## src/rtl/alu_seq_unit.sv

```systemverilog
// Handshaked ALU responder: single-cycle logic/arithmetic ops plus iterative
// SHL (one bit per clock) and shift-add MUL, with a held response port.
module alu_seq_unit #(
    parameter int WIDTH   = 16,
    parameter int SHAMT_W = 4
) (
    input  logic             clk,
    input  logic             rst,
    input  logic             req_valid,
    output logic             req_ready,
    input  logic [WIDTH-1:0] req_a,
    input  logic [WIDTH-1:0] req_b,
    input  logic [2:0]       req_op,
    output logic             rsp_valid,
    input  logic             rsp_ready,
    output logic [WIDTH-1:0] rsp_result,
    output logic             rsp_carry,
    output logic             rsp_zero,
    output logic [2:0]       rsp_op,
    output logic [15:0]      done_count
);

    localparam int CNT_W = $clog2(WIDTH + 1);

    localparam logic [2:0] OP_ADD = 3'b000;
    localparam logic [2:0] OP_SUB = 3'b001;
    localparam logic [2:0] OP_AND = 3'b010;
    localparam logic [2:0] OP_OR  = 3'b011;
    localparam logic [2:0] OP_XOR = 3'b100;
    localparam logic [2:0] OP_SLT = 3'b101;
    localparam logic [2:0] OP_SHL = 3'b110;
    localparam logic [2:0] OP_MUL = 3'b111;

    typedef enum logic [1:0] {IDLE, BUSY, DONE} state_t;

    state_t             state, state_next;
    logic [2:0]         op_r;
    logic [WIDTH-1:0]   op_a;
    logic [WIDTH-1:0]   acc_hi;
    logic [WIDTH-1:0]   acc_lo;
    logic [CNT_W-1:0]   cnt;

    logic [SHAMT_W-1:0] shamt;
    logic               is_iter;
    logic [WIDTH:0]     add_full;
    logic [WIDTH-1:0]   alu_result;
    logic               alu_carry;
    logic [WIDTH:0]     mul_sum;
    logic [WIDTH-1:0]   iter_result;
    logic               iter_carry;

    assign req_ready = (state == IDLE);
    assign rsp_valid = (state == DONE);
    assign shamt     = req_b[SHAMT_W-1:0];
    assign is_iter   = (req_op == OP_MUL) || ((req_op == OP_SHL) && (shamt != '0));
    assign add_full  = {1'b0, req_a} + {1'b0, req_b};

    // Single-cycle results; a zero-distance SHL also resolves here as a pass-through.
    always_comb begin
        alu_result = '0;
        alu_carry  = 1'b0;
        case (req_op)
            OP_ADD: begin
                alu_result = add_full[WIDTH-1:0];
                alu_carry  = add_full[WIDTH];
            end
            OP_SUB: begin
                alu_result = req_a - req_b;
                alu_carry  = (req_a < req_b);
            end
            OP_AND:  alu_result = req_a & req_b;
            OP_OR:   alu_result = req_a | req_b;
            OP_XOR:  alu_result = req_a ^ req_b;
            OP_SLT:  alu_result = {{(WIDTH-1){1'b0}}, ($signed(req_a) < $signed(req_b))};
            OP_SHL:  alu_result = req_a;
            default: alu_result = '0;
        endcase
    end

    // One iteration step; the final step's value is what gets published.
    always_comb begin
        mul_sum     = {1'b0, acc_hi} + (acc_lo[0] ? {1'b0, op_a} : '0);
        iter_result = {mul_sum[0], acc_lo[WIDTH-1:1]};
        iter_carry  = (mul_sum[WIDTH:1] != '0);
        if (op_r == OP_SHL) begin
            iter_result = op_a << 1;
            iter_carry  = op_a[WIDTH-1];
        end
    end

    always_comb begin
        state_next = state;
        case (state)
            IDLE:    if (req_valid) state_next = is_iter ? BUSY : DONE;
            BUSY:    if (cnt == CNT_W'(1)) state_next = DONE;
            DONE:    if (rsp_ready) state_next = IDLE;
            default: state_next = IDLE;
        endcase
    end

    always_ff @(posedge clk) begin
        if (rst) begin
            state      <= IDLE;
            op_r       <= '0;
            op_a       <= '0;
            acc_hi     <= '0;
            acc_lo     <= '0;
            cnt        <= '0;
            rsp_result <= '0;
            rsp_carry  <= 1'b0;
            rsp_zero   <= 1'b0;
            rsp_op     <= '0;
            done_count <= '0;
        end else begin
            state <= state_next;
            case (state)
                IDLE: begin
                    if (req_valid) begin
                        op_r   <= req_op;
                        op_a   <= req_a;
                        acc_hi <= '0;
                        acc_lo <= req_b;
                        cnt    <= (req_op == OP_MUL) ? CNT_W'(WIDTH) : CNT_W'(shamt);
                        if (!is_iter) begin
                            rsp_result <= alu_result;
                            rsp_carry  <= alu_carry;
                            rsp_zero   <= (alu_result == '0);
                            rsp_op     <= req_op;
                        end
                    end
                end
                BUSY: begin
                    cnt <= cnt - CNT_W'(1);
                    if (op_r == OP_SHL) begin
                        op_a <= op_a << 1;
                    end else begin
                        acc_hi <= mul_sum[WIDTH:1];
                        acc_lo <= {mul_sum[0], acc_lo[WIDTH-1:1]};
                    end
                    if (cnt == CNT_W'(1)) begin
                        rsp_result <= iter_result;
                        rsp_carry  <= iter_carry;
                        rsp_zero   <= (iter_result == '0);
                        rsp_op     <= op_r;
                    end
                end
                DONE: begin
                    if (rsp_ready) done_count <= done_count + 16'd1;
                end
                default: ;
            endcase
        end
    end

endmodule

```

## config.mk

```make
export PLATFORM = sky130hd
export DESIGN_NAME = alu_seq_unit
export DESIGN_NICKNAME = d
export VERILOG_FILES = /design/src/rtl/alu_seq_unit.sv
export SDC_FILE = /design/constraint.sdc
export NUM_CORES = 1
export LEC_CHECK = 0
export ABC_AREA = 1
export CORE_ASPECT_RATIO = 1.5
export CORE_UTILIZATION = 25
export CTS_CLUSTER_SIZE = 12
export DETAILED_ROUTE_END_ITERATION = 8
export SYNTH_ARGS = -nofsm -noshare
export SYNTH_HDL_FRONTEND = slang
export SYNTH_SLANG_ARGS = --single-unit
```

## constraint.sdc

```tcl
create_clock -name clk -period 3.94 [get_ports clk]
set_input_delay 0.985 -clock clk [delete_from_list [all_inputs] [get_ports clk]]
set_output_delay 0.985 -clock clk [all_outputs]
set_load 0.005 [all_outputs]
```

### Gate families picked out

Scale: 2 px per µm.
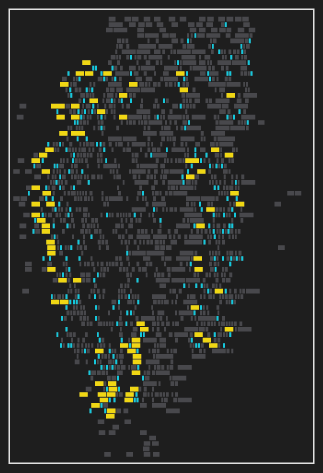
family	colour	cells	most used
inverters	cyan	221	inv_1
adder and majority cells	yellow	79	ha_1

### Met3 routing

Scale: 1 px per µm.
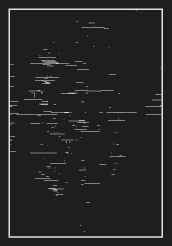
share of all routed wire	3.2%
main direction	horizontal
longest straight run	40.5 µm
nets with wire on the layer	104

==> impl_metrics.csv <==
group,metric,value,unit
critical_path,critPathRequiredTime,4.17,ns
timing,finalCritPeriodShare,0.915,
drt,drt_first_pass_iters,5,
synth,yosysCellCount,1408,
clock_network,clk_pin_slew,0.07,ns
drt,ant_nets,0,
synth,yosysWarningCount,0,
clock_network,cts_tree,"done",
synth,ys_types,46,
critical_path,setup.worst_path.end_class,"flip-flop",
synth,yosys_most_used_dff,"dfxtp_1",
critical_path,rrSetupSlack,1.15,ns
run,warnings,68,
critical_path,cp.arrival,3.84,ns
synth,ys_sh_aoi,0.168,
timing,drv_slew,0,
run_status,status,"complete, no violations",
final_layout,lay_top_count,"nand2_1",
synth,synthArstFlopShare,0,
placement,placedCellCount,1899,
global_routing,grt_pass1_vias,9175,
final_layout,num_antenna_cells,0,
timing,tightest_slew,0.783,ns
critical_path,r2r-end,"rsp_carry$_SDFFE_PP0P_",
timing,max_freq,0.277,GHz
critical_path,r2r_cells,20,
critical_path,crit_type,"in -> reg",
final_layout,stdcell_area,10100,µm²
timing,rsz0062_at_grt,"no",
critical_path,r2r-start,"acc_lo[0]$_SDFFE_PP0P_",
global_routing,grt_max_degree,58,
power_and_ir_drop,p_leak,4.98,nW
timing,clock_skew,0.00973,ns
synth,yosys_area,8380,µm²
die,fp_util,0.255,
synth,avgSynthCellArea,5.95,µm²
final_layout,num-nets-final,1613,
hold_path,whs_path_depth,2,
synth,synth_seq_share,0.227,
die,die-area,34300,µm²
clock_network,worstSkewPairLatency,0.37,ns
critical_path,crit_path_max_fanout,5,
global_routing,overflow,0,
clock_network,cts_sinks,95,
drt,drt-total-wl,30900,µm
synth,logic_family,"simple AND/OR/NAND/NOR gates",
timing,max_slew_margin,0.477,
die,rows,81,
hold_path,hp-start,"rsp_result[8]$_SDFFE_PP0P_",
global_routing,grt_use_total,0.186,
drt,num_vias,9293,
global_routing,grt_pass1_wl,48600,µm
clock_network,cts.htree.levels,3,
timing,final.setup.tns,0,ns
placement,hpwl,25000,µm
critical_path,critPathMaxStageDelay,0.60,ns
clock_network,cts_resized,0,
hold_path,hold_class,"reg -> reg",
synth,synth_area,8380,µm²
synth,fp_nets,1526,
global_routing,grt.met2_usage,0.339,
final_layout,drive_above_1_share,0.0613,
run,drv_cap,0,
global_routing,grt_use_met3,0.0195,
drt,avgViaCountPerCell,4.85,
placement,placed_area,9840,µm²
die,io_pins,78,
power_and_ir_drop,powerDensity,286,nW/µm²
synth,simple_gate_area_frac,0.345,
die,fp.coreArea,32800,µm²
critical_path,cp_num_buf_inv,2,
die,dieWidth,152,µm
global_routing,antenna_found_initial,0,
timing,holdWs,0.467,ns
drt,drt_iter0_drc,522,
placement,gp_congestion,0.976,
global_routing,grtUsageMet1,0.196,
synth,fa_ha_area_frac,0.121,
placement,io_buffers,77,
critical_path,start_kind,"primary input",
critical_path,critPathTopFamily,"simple AND/OR/NAND/NOR gates",
global_routing,top_usage_layer,"met2",
synth,xor_area_frac,0.00522,
final_layout,lay_top_cells,"431 x nand2_1, 211 x inv_1, 109 x nor2_1",
critical_path,worstPathCellList,"clkdlybuf4s50_1, buf_4, fa_1, nand3_1, nand3_1, nand2_1, nand2_1, a21oi_1, nand2_1, nand3_1, nand2_1, nor2_1, nand2_1, nand2_1, a21oi_1",
clock_network,clk_path_buf_depth,2,
critical_path,crit_path_frequent_cell,"nand2_1",
clock_network,cts_buffers,9,
power_and_ir_drop,ir_drop,0.000213,V
timing,finalSetupViolations,0,
die,die_y,226,µm
clock_network,cts_hold_buf,0,
timing,hold_viol,0,
synth,ys.flops,95,
hold_path,min_to,"rsp_result[8]$_SDFFE_PP0P_",
drt,drc,0,
critical_path,crit_slowest_cell,"clkdlybuf4s50_1",
synth,synth-edff-count,0,
clock_network,cts-root-buf,"clkbuf_16",
synth,synth_cells,1408,
final_layout,final_util,0.308,
final_layout,area_growth,20.6,%
clock_network,cts_setup_buffers,0,
final_layout,final_cells,1915,
drt,post_drt_wl_per_cell,16.2,µm
timing,fin_crit,3.61,ns
synth,ys_sh_mux,0.00836,
### Sizing map

Scale: 2 px per µm.
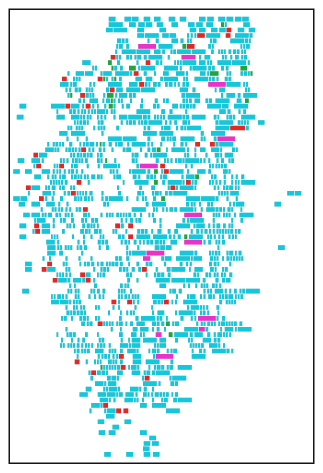
size	colour	cells	share	most used
drive 3 to 4	red	53	3.5%	buf_4
drive 1 or less	cyan	1408	94%	nand2_1
drive 6 and up	magenta	13	0.87%	clkbuf_16
drive 2	green	26	1.7%	inv_2

## layout make-up
cell class	instances	area (µm²)
clock inverter	5	41.3
clock buffer	11	233
inverter	221	830
timing repair buffer	127	1150
sequential	95	1900
tap	415	519
fill	3684	22700
multi-input combinational	1041	5430
## worst register-to-register path: stages, from the launching register on
cell and delay [ns]:
dfxtp_1 0.31, buf_4 0.20, nand2_1 0.07, inv_1 0.05, ha_1 0.19, inv_1 0.07
fa_1 0.41, inv_1 0.10, nand3_1 0.09, nand2_1 0.17, nand2_1 0.09, nand2_1 0.07
nand3_1 0.08, nor2_1 0.12, nand4_1 0.11, nor2_1 0.14, nand4_1 0.11, nand2_1 0.12
nand3_1 0.07, nand2_1 0.07, inv_1 0.03
## cell usage after synthesis, types with 2 or more instances
master,instances,area [µm²]
o21ai_0,79,395
nor2_2,3,18.8
o221ai_1,3,26.3
dfxtp_1,95,1900
a21oi_1,104,521
nand3_1,102,510
fa_1,3,60.1
buf_2,18,90.1
mux2i_1,7,70.1
ha_1,76,951
o21ai_1,2,10.0
and2_1,2,12.5
or2_2,7,43.8
nor2_1,109,409
nand3b_1,3,22.5
inv_1,211,792
clkbuf_1,27,101
o21bai_1,5,37.5
o22ai_1,12,75.1
o211ai_1,2,15.0
buf_4,2,15.0
nand3_2,2,20.0
buf_1,4,15.0
inv_2,9,33.8
a221oi_1,3,26.3
a22oi_1,3,22.5
nor3_1,10,50.1
nand2_1,432,1620
nand4_1,17,106
a31oi_1,37,231
xor2_1,2,17.5
xnor2_1,3,26.3
## power by group
group | switching (mW) | internal (mW)
Clock | 0.417 | 0.437
Sequential | 0.0669 | 1.03
Combinational | 0.590 | 0.343
## metrics by stage
stage	power [mW]	worst slack, ns
after global placement	2.04	0.0288
final	2.89	0.334
after global routing	3.06	0.160
after detailed placement	2.04	0.0501
after floorplan	1.65	1.25
after CTS	2.91	0.417
## logic make-up (layout without fill, tap and decap cells)
| group | count (synthesis) | in the layout |
|---|---|---|
| adder cells (fa/ha/maj) | 79 | 79 |
| buffers and inverters | 272 | 364 |
| XOR/XNOR | 5 | 5 |
| AND/OR/NAND/NOR | 694 | 694 |
| multiplexers | 7 | 7 |
| flip-flops | 95 | 95 |
| AND-OR/OR-AND | 256 | 256 |
## routing by layer
layer	routed length, µm	up-vias	part of all wire
li1	-	4703	-
met4	2180	0	0.070
met5	0	-	0
met1	11800	4251	0.38
met3	995	96	0.032
met2	16000	243	0.52
## sequential cells by signal, summed over array words and instances, names as in the netlist
register / count
op_a: 16
rsp_op: 3
state: 2
acc_lo: 16
rsp_zero: 1
done_count: 16
acc_hi: 16
op_r: 3
cnt: 5
rsp_carry: 1
rsp_result: 16
## worst max-delay path by stage
stage / cells after the start / start / end
after floorplan: 18 / req_a[0] / rsp_zero$_SDFFE_PP0P_
after global placement: 18 / req_b[1] / rsp_zero$_SDFFE_PP0P_
after detailed placement: 15 / req_b[1] / rsp_result[12]$_SDFFE_PP0P_
after CTS: 15 / req_b[1] / rsp_result[12]$_SDFFE_PP0P_
after global routing: 18 / req_b[1] / rsp_zero$_SDFFE_PP0P_
final: 15 / req_b[1] / rsp_result[12]$_SDFFE_PP0P_
Power and IR drop assume default switching activity.
